File: src/rtl/rr_arbiter_if.sv
// Request/grant bundle between requester agents and the round-robin arbiter.
// The arbiter connects through the slave modport; the agents drive the master side.
interface rr_arbiter_if #(
    parameter int NUM_REQ = 32,
    parameter int IDX_W   = 5
);
    logic [NUM_REQ-1:0] req_i;
    logic               done_i;
    logic [NUM_REQ-1:0] gnt_o;
    logic [IDX_W-1:0]   gnt_idx_o;
    logic               gnt_valid_o;
    logic               timeout_o;

    modport master (
        output req_i,
        output done_i,
        input  gnt_o,
        input  gnt_idx_o,
        input  gnt_valid_o,
        input  timeout_o
    );

    modport slave (
        input  req_i,
        input  done_i,
        output gnt_o,
        output gnt_idx_o,
        output gnt_valid_o,
        output timeout_o
    );
endinterface

File: src/rtl/rr_arbiter.sv
// Round-robin arbiter with a rotating priority pointer, grant-hold handshake
// and a hold-timeout watchdog that forcibly revokes an over-long grant.
module rr_arbiter #(
    parameter int NUM_REQ  = 32,
    parameter int IDX_W    = 5,
    parameter int MAX_HOLD = 16
) (
    input  logic              clk_i,
    input  logic              rst_ni,
    rr_arbiter_if.slave       bus
);
    localparam int CNT_W = (MAX_HOLD > 1) ? $clog2(MAX_HOLD) : 1;
    localparam logic [CNT_W-1:0] HOLD_LAST = CNT_W'((MAX_HOLD == 0) ? 0 : MAX_HOLD - 1);
    localparam logic [IDX_W-1:0] IDX_LAST  = IDX_W'(NUM_REQ - 1);

    typedef enum logic {IDLE, GRANT} state_t;

    state_t             state_q, state_d;
    logic [NUM_REQ-1:0] gnt_q, gnt_d;
    logic [IDX_W-1:0]   idx_q, idx_d;
    logic [IDX_W-1:0]   ptr_q, ptr_d;
    logic [CNT_W-1:0]   cnt_q, cnt_d;
    logic               timeout_q, timeout_d;

    logic [NUM_REQ-1:0] ptr_mask;
    logic [NUM_REQ-1:0] masked;
    logic [IDX_W-1:0]   winner;
    logic               hold_expire;
    logic               release_now;

    function automatic logic [IDX_W-1:0] lowest_set(input logic [NUM_REQ-1:0] v);
        logic [IDX_W-1:0] idx;
        idx = '0;
        for (int i = NUM_REQ - 1; i >= 0; i--) begin
            if (v[i]) idx = IDX_W'(i);
        end
        return idx;
    endfunction

    always_comb begin
        for (int i = 0; i < NUM_REQ; i++) begin
            ptr_mask[i] = (IDX_W'(i) >= ptr_q);
        end
    end

    // Requests at or above the pointer win first; otherwise wrap to the lowest index.
    assign masked      = bus.req_i & ptr_mask;
    assign winner      = (|masked) ? lowest_set(masked) : lowest_set(bus.req_i);
    assign hold_expire = (MAX_HOLD != 0) && (cnt_q == HOLD_LAST);
    assign release_now = bus.done_i || !bus.req_i[idx_q] || hold_expire;

    always_comb begin
        // NOTE: every output gets a default first so no path leaves a latch behind.
        state_d   = state_q;
        gnt_d     = gnt_q;
        idx_d     = idx_q;
        ptr_d     = ptr_q;
        cnt_d     = cnt_q;
        timeout_d = 1'b0;

        unique case (state_q)
            IDLE: begin
                gnt_d = '0;
                if (|bus.req_i) begin
                    state_d = GRANT;
                    gnt_d   = NUM_REQ'(1) << winner;
                    idx_d   = winner;
                    cnt_d   = '0;
                end
            end
            GRANT: begin
                if (release_now) begin
                    state_d   = IDLE;
                    gnt_d     = '0;
                    ptr_d     = (idx_q == IDX_LAST) ? '0 : idx_q + 1'b1;
                    // Pulse only when the watchdog alone forced the release.
                    timeout_d = hold_expire && !bus.done_i && bus.req_i[idx_q];
                end else if (MAX_HOLD != 0 && cnt_q != HOLD_LAST) begin
                    cnt_d = cnt_q + 1'b1;
                end
            end
            default: state_d = IDLE;
        endcase
    end

    always_ff @(posedge clk_i) begin
        // NOTE: state registers use non-blocking assignments so all update together at the edge.
        if (!rst_ni) begin
            state_q   <= IDLE;
            gnt_q     <= '0;
            idx_q     <= '0;
            ptr_q     <= '0;
            cnt_q     <= '0;
            timeout_q <= 1'b0;
        end else begin
            state_q   <= state_d;
            gnt_q     <= gnt_d;
            idx_q     <= idx_d;
            ptr_q     <= ptr_d;
            cnt_q     <= cnt_d;
            timeout_q <= timeout_d;
        end
    end

    assign bus.gnt_o       = gnt_q;
    assign bus.gnt_idx_o   = idx_q;
    assign bus.gnt_valid_o = (state_q == GRANT);
    assign bus.timeout_o   = timeout_q;
endmodule

File: src/flat_wrapper.sv
// flat-port wrapper written by rule: the top's interface ports become plain ports
module rr_arbiter_flat 
#(
    parameter int NUM_REQ  = 32,
    parameter int IDX_W    = 5,
    parameter int MAX_HOLD = 16
)
  (clk_i, rst_ni, bus_req_i, bus_done_i, bus_gnt_o, bus_gnt_idx_o, bus_gnt_valid_o, bus_timeout_o);
  rr_arbiter_if #(.NUM_REQ(NUM_REQ), .IDX_W(IDX_W)) bus_i ();
  input  logic clk_i;
  input  logic rst_ni;
  input wire logic [$bits(bus_i.req_i)-1:0] bus_req_i;
  input wire logic [$bits(bus_i.done_i)-1:0] bus_done_i;
  output wire logic [$bits(bus_i.gnt_o)-1:0] bus_gnt_o;
  output wire logic [$bits(bus_i.gnt_idx_o)-1:0] bus_gnt_idx_o;
  output wire logic [$bits(bus_i.gnt_valid_o)-1:0] bus_gnt_valid_o;
  output wire logic [$bits(bus_i.timeout_o)-1:0] bus_timeout_o;
  assign bus_i.req_i = bus_req_i;
  assign bus_i.done_i = bus_done_i;
  assign bus_gnt_o = bus_i.gnt_o;
  assign bus_gnt_idx_o = bus_i.gnt_idx_o;
  assign bus_gnt_valid_o = bus_i.gnt_valid_o;
  assign bus_timeout_o = bus_i.timeout_o;
  rr_arbiter #(.NUM_REQ(NUM_REQ), .IDX_W(IDX_W), .MAX_HOLD(MAX_HOLD)) u_core (.clk_i(clk_i), .rst_ni(rst_ni), .bus(bus_i));
endmodule
File: config.mk
export PLATFORM = sky130hd
export DESIGN_NAME = rr_arbiter_flat
export DESIGN_NICKNAME = d
export VERILOG_FILES = /design/src/rtl/rr_arbiter_if.sv /design/src/rtl/rr_arbiter.sv /design/src/flat_wrapper.sv
export SDC_FILE = /design/constraint.sdc
export NUM_CORES = 1
export LEC_CHECK = 0
export CORE_AREA = 3 3 92 94
export CTS_CLUSTER_DIAMETER = 40
export CTS_CLUSTER_SIZE = 12
export DETAILED_ROUTE_END_ITERATION = 7
export DIE_AREA = 0 0 95 97
export PLACE_DENSITY = 0.77
export SLEW_MARGIN = 20
export SYNTH_ARGS = -nofsm -noshare
export SYNTH_HDL_FRONTEND = slang
export SYNTH_SLANG_ARGS = --single-unit
File: constraint.sdc
create_clock -name clk_i -period 2.4 [get_ports clk_i]
set_input_delay 0.24 -clock clk_i [delete_from_list [all_inputs] [get_ports clk_i]]
set_output_delay 0.24 -clock clk_i [all_outputs]
set_load 0.01 [all_outputs]
Fig. 1: run 1, PDN straps and rails
Bar = 20 um. Pins as bars on the die edge. Tap cells in gray.
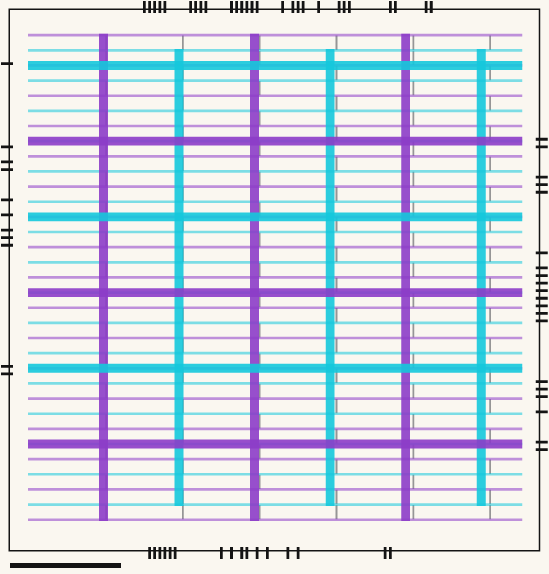
legend:
  VSS:
    color: purple
  VDD:
    color: cyan
rows: 32
signal pins: 74
met4 straps: 6

Fig. 2: run 1, cell area per tile
Bar = 20 um. 10 x 10 tiles, from white (low) to dark blue (high), 0 to 100% covered.
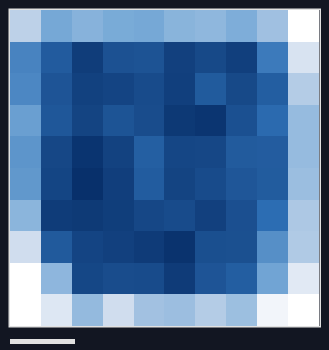
nearly empty tiles: 4.0%
densest ninth of the die: center
tiles over 75% full: 60%
mean over tiles: 68%

Fig. 3: run 1, cell outlines without signal wires
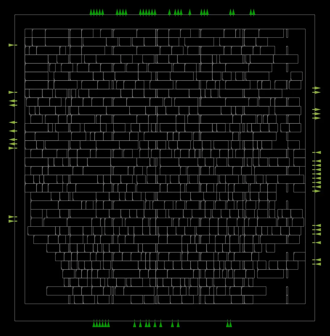
core region area: 7730 um2
post-layout util: 0.831
tapcell count: 102
final-layout fill cell count: 392

==> out/results.ini, run 1 <==
[pwr]
p_leak_nw=2.46
pg_comb_mw=1.01
power_mw=2.39
ir_worst_vdd_mv=0.410
powerClk_mw=0.536
p_per_area_nw_per_um2=373
power-top-group=combinational logic
clock_power_share=0.224

[synthesis]
flop_cell=dfxtp_1
avgSynthCellArea_um2=8.32
simple_gate_area_frac=0.244
synth_top_area_share=0.267
ys_cells=433
synthMuxAreaShare=0.0653
ys_chip_area_um2=3600
synthDistinctLibCells=69
synth_warnings=0
xor_area_frac=0.00973
ys_ff=48
top_area_cell=dfxtp_1
top_cells_by_area=dfxtp_1, a32o_1, mux4_2
syn_inst=433
common_cells=dfxtp_1, nor2_1, nand2_1

[final_layout]
drive_gt1_frac=0.449
area_delta_synth_final_pct=78.3
largest_class=multi-input combinational cells
seq_area_um2=983
final_cell_area_um2=6420
layout_top_cells=buf_4, clkdlybuf4s50_1, dfxtp_1

[grt]
met3_usage=0.0653
antenna_found_initial=1
track_usage=0.333
grt_busiest_layer=met2
grt-ovfl-total=0

[die]
die_x_um=95
chipArea_um2=9220
ios=74
die_y_um=97

[clocking]
postCtsHoldBufs=0
cts_buffers=5
cts_tree=built
clock-sinks=48
post-cts-setup-buffer-count=22
cts_resized=103
clk_pin_slew_ns=0.10

[worst_setup_path]
crit_fanout=7
critPathLaunchType=register
arrival_ns=3.22
crit_chain=buf_6, nand4_1, o211ai_1, buf_4, nand4_1, nor4_4, nand2_2, o32a_1, buf_6, nor3_4, a32o_1
required_ns=2.66
reg2reg_to=u_core.bus.gnt_o[22]$_SDFFE_PN0P_
r2r_slack_ns=-0.56
reg2regPathDepth=11
cp.depth=11
max_stage_delay_ns=0.45
critPathLaunch=u_core.ptr_q[0]$_SDFFE_PN0P_

[run_status]
status=complete, but fails checks
violations=setup timing

[detailed_routing]
vias=5296
drt_first_iter_violations=699
wire_per_inst_um=25.8
ant_nets=0
routed.top_layer=met5
route.met2.wl_um=8630

[flow_run]
warning_count=29
drv_cap=0

[placement]
placed_area_um2=5320
gp_congestion=0.961
preCtsSetupSlack_ns=-0.653

[final_timing]
hold_viol=0
timing.final.ws_setup_ns=-0.561
setup_viol=47
rsz0062_at_grt=true
setup-tns-final_ns=-18.55
period_used_share=1.23

[hold_path]
hold_end=u_core.bus.gnt_o[11]$_SDFFE_PN0P_

==> run 1 -> run 2 <==
Settings changed: ABC_AREA set to 1, CORE_AREA 3 3 92 94 to 3 3 90 92, DIE_AREA 0 0 95 97 to 0 0 93 95.
Fig. 4: run 2, cell area per tile
Bar = 20 um. 9 x 10 tiles, from white (low) to dark blue (high), 0 to 100% covered.
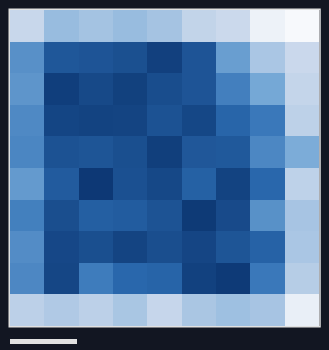
fullest tile: 97%
emptiest ninth of the die: north-east
densest ninth of the die: center
tiles over 75% full: 52%
mean over tiles: 66%

==> out/results.ini, run 2 <==
[run_status]
status=complete, but fails checks
violations=setup timing

[flow_run]
warning_count=29

[synthesis]
top_cells_by_area=dfxtp_1, nand2_1, nor2_1
xor_area_frac=0.00255
flop_cell=dfxtp_1
syn_inst=590
avgSynthCellArea_um2=5.82
ys_cells=590
synthDistinctLibCells=36
synth_top_area_share=0.280
ys_chip_area_um2=3430

[clocking]
clock-sinks=48
postCtsHoldBufs=0

[final_layout]
seq_area_um2=976
drive_gt1_frac=0.304
fillers=497
layout_top_cells=buf_4, nor2_1, nand2_1
final_core_utilization=0.815
area_delta_synth_final_pct=73.2

[worst_setup_path]
max_stage_delay_ns=0.37
reg2regPathDepth=20
critPathLaunchType=register
critPathLaunch=u_core.ptr_q[1]$_SDFFE_PN0P_
required_ns=2.64
r2r_slack_ns=-0.76
cp.depth=20

[die]
well_tap_count=99
die_y_um=95

[detailed_routing]
drt_first_iter_violations=435
route.met2.wl_um=7380
routed.top_layer=met4
vias=5021

[placement]
gp_congestion=1.05
preCtsSetupSlack_ns=-0.982

[final_timing]
rsz0062_at_grt=true
timing.final.ws_setup_ns=-0.756
setup_viol=39

[pwr]
ir_worst_vdd_mv=0.467

[grt]
grt-ovfl-total=0
grt_busiest_layer=met2

Fig. 5: run 2, PDN straps and rails
Bar = 20 um. Pins as bars on the die edge. Tap cells in gray.
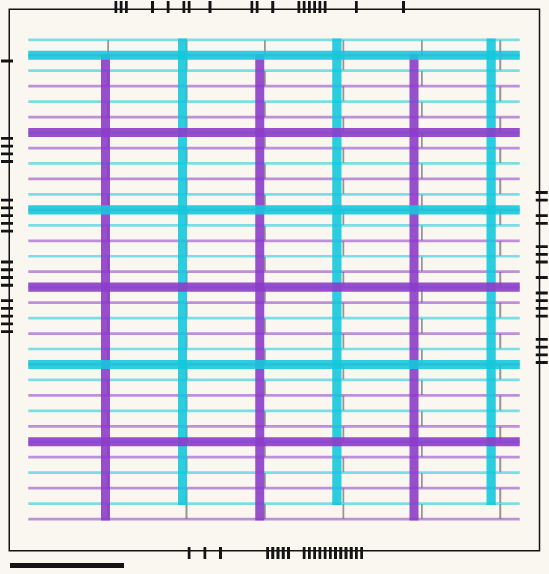
legend:
  VDD:
    color: cyan
  VSS:
    color: purple
rows: 31
tap cells: 99

==> run 2 -> run 3 <==
Settings changed: CAP_MARGIN set to 20.
Fig. 6: run 3, PDN straps and rails
Bar = 20 um. Pins as bars on the die edge. Tap cells in gray.
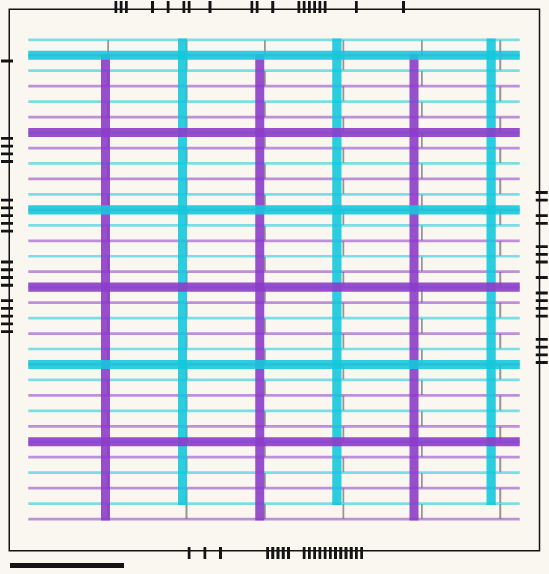
legend:
  VSS:
    color: purple
  VDD:
    color: cyan
met4 straps: 6
met1 rails: 32
tap cells: 99
rows: 31

==> out/results.ini, run 3 <==
[run_status]
status=complete, but fails checks
violations=setup timing

[pwr]
power-top-group=combinational logic
pg_comb_mw=1.58
power_mw=2.99
seq-power_mw=0.887
ir_worst_vdd_mv=0.467
p_per_area_nw_per_um2=502
p_leak_nw=2.66
clock_power_share=0.173
powerClk_mw=0.515

[die]
die_y_um=95
die_x_um=93
ios=74
core_area_um2=7290
chipArea_um2=8840
well_tap_count=99

[clocking]
post-cts-setup-buffer-count=12
cts_resized=63
clock-sinks=48
postCtsHoldBufs=0
clock_latency_ns=0.31
clk_pin_slew_ns=0.09
cts_tree=built
cts_buffers=5

[worst_setup_path]
critPathLaunch=u_core.ptr_q[1]$_SDFFE_PN0P_
crit_top_cell=o21ai_1
crit_chain=buf_4, nor2_4, inv_2, nor2_2, o21ai_1, buf_4, nand2_1, o21ai_1, a31oi_1, o21ai_1, nand2_1, a31oi_1, o21ai_1, nand2_1, a32oi_2, buf_4, nand4_1, nor2_1, nor2_1, nor2_1
max_stage_delay_ns=0.37
r2r_slack_ns=-0.76
reg2regPathDepth=20
crit_fanout=6
arrival_ns=3.40
critPathLaunchType=register
required_ns=2.64
r2r_start=u_core.ptr_q[1]$_SDFFE_PN0P_
reg2reg_to=u_core.bus.gnt_o[9]$_SDFFE_PN0P_

[synthesis]
flop_cell=dfxtp_1
xor_area_frac=0.00255
edf_count=0
common_cells=nand2_1, nor2_1, inv_1
ys_ff=48
simple_gate_area_frac=0.387
avgSynthCellArea_um2=5.82
syn_inst=590
top_cells_by_area=dfxtp_1, nand2_1, nor2_1
ys_cells=590
top_area_cell=dfxtp_1
ys_chip_area_um2=3430
synth_warnings=0
synthDistinctLibCells=36
synthMuxAreaShare=0

[final_timing]
rsz0062_at_grt=true
timing.final.ws_setup_ns=-0.756
setup-tns-final_ns=-22.54
tightest_slew_ns=0.451
setup_viol=39
hold_viol=0
period_used_share=1.31
holdWs_ns=0.472

[detailed_routing]
wire_per_inst_um=16.2
vias=5021
route.met2.wl_um=7380
routed.top_layer=met4
drt_first_iter_violations=435
ant_nets=0

[placement]
gp_congestion=1.05
preCtsSetupSlack_ns=-0.982
placed_area_um2=5340

[final_layout]
layout_top_cells=buf_4, nor2_1, nand2_1
area_delta_synth_final_pct=73.2
final_core_utilization=0.815
seq_area_um2=976
largest_class=multi-input combinational cells
nClkBuffers=6

[flow_run]
drv_cap=0
warning_count=29

[hold_path]
hold_end=u_core.bus.gnt_o[10]$_SDFFE_PN0P_
min_from=u_core.bus.gnt_o[10]$_SDFFE_PN0P_

[grt]
antenna_found_initial=0
met3_usage=0.0406
track_usage=0.328
grt-ovfl-total=0
grt_busiest_layer=met2

Fig. 7: run 3, sequential cells grouped by signal name
Bar = 20 um. Other sequential cells in the stronger gray, the rest of the logic in the fainter gray.
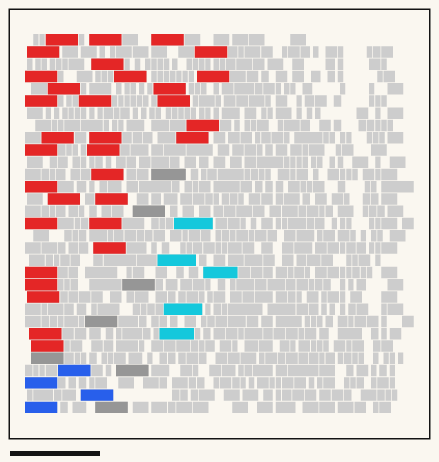
legend:
  u_core.bus.gnt_o:
    color: red
    flops: 32
  u_core.ptr_q:
    color: cyan
    flops: 5
    where: center
  u_core.cnt_q:
    color: blue
    flops: 4
    where: south-west
not colored: 7


## Gallery

Nets reached from selected ports.
Bar = 20 um.
picture 1
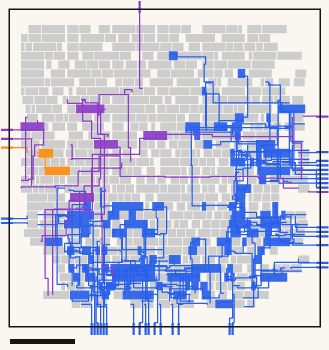
picture 2
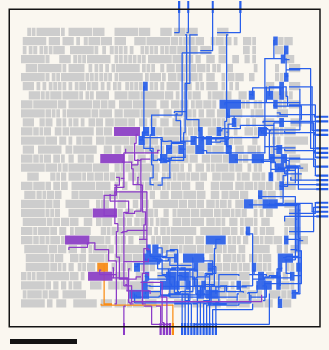
The one with the most cells is picture 2.
- picture 1 = run 1
- picture 2 = run 2

Power and IR drop assume default switching activity.
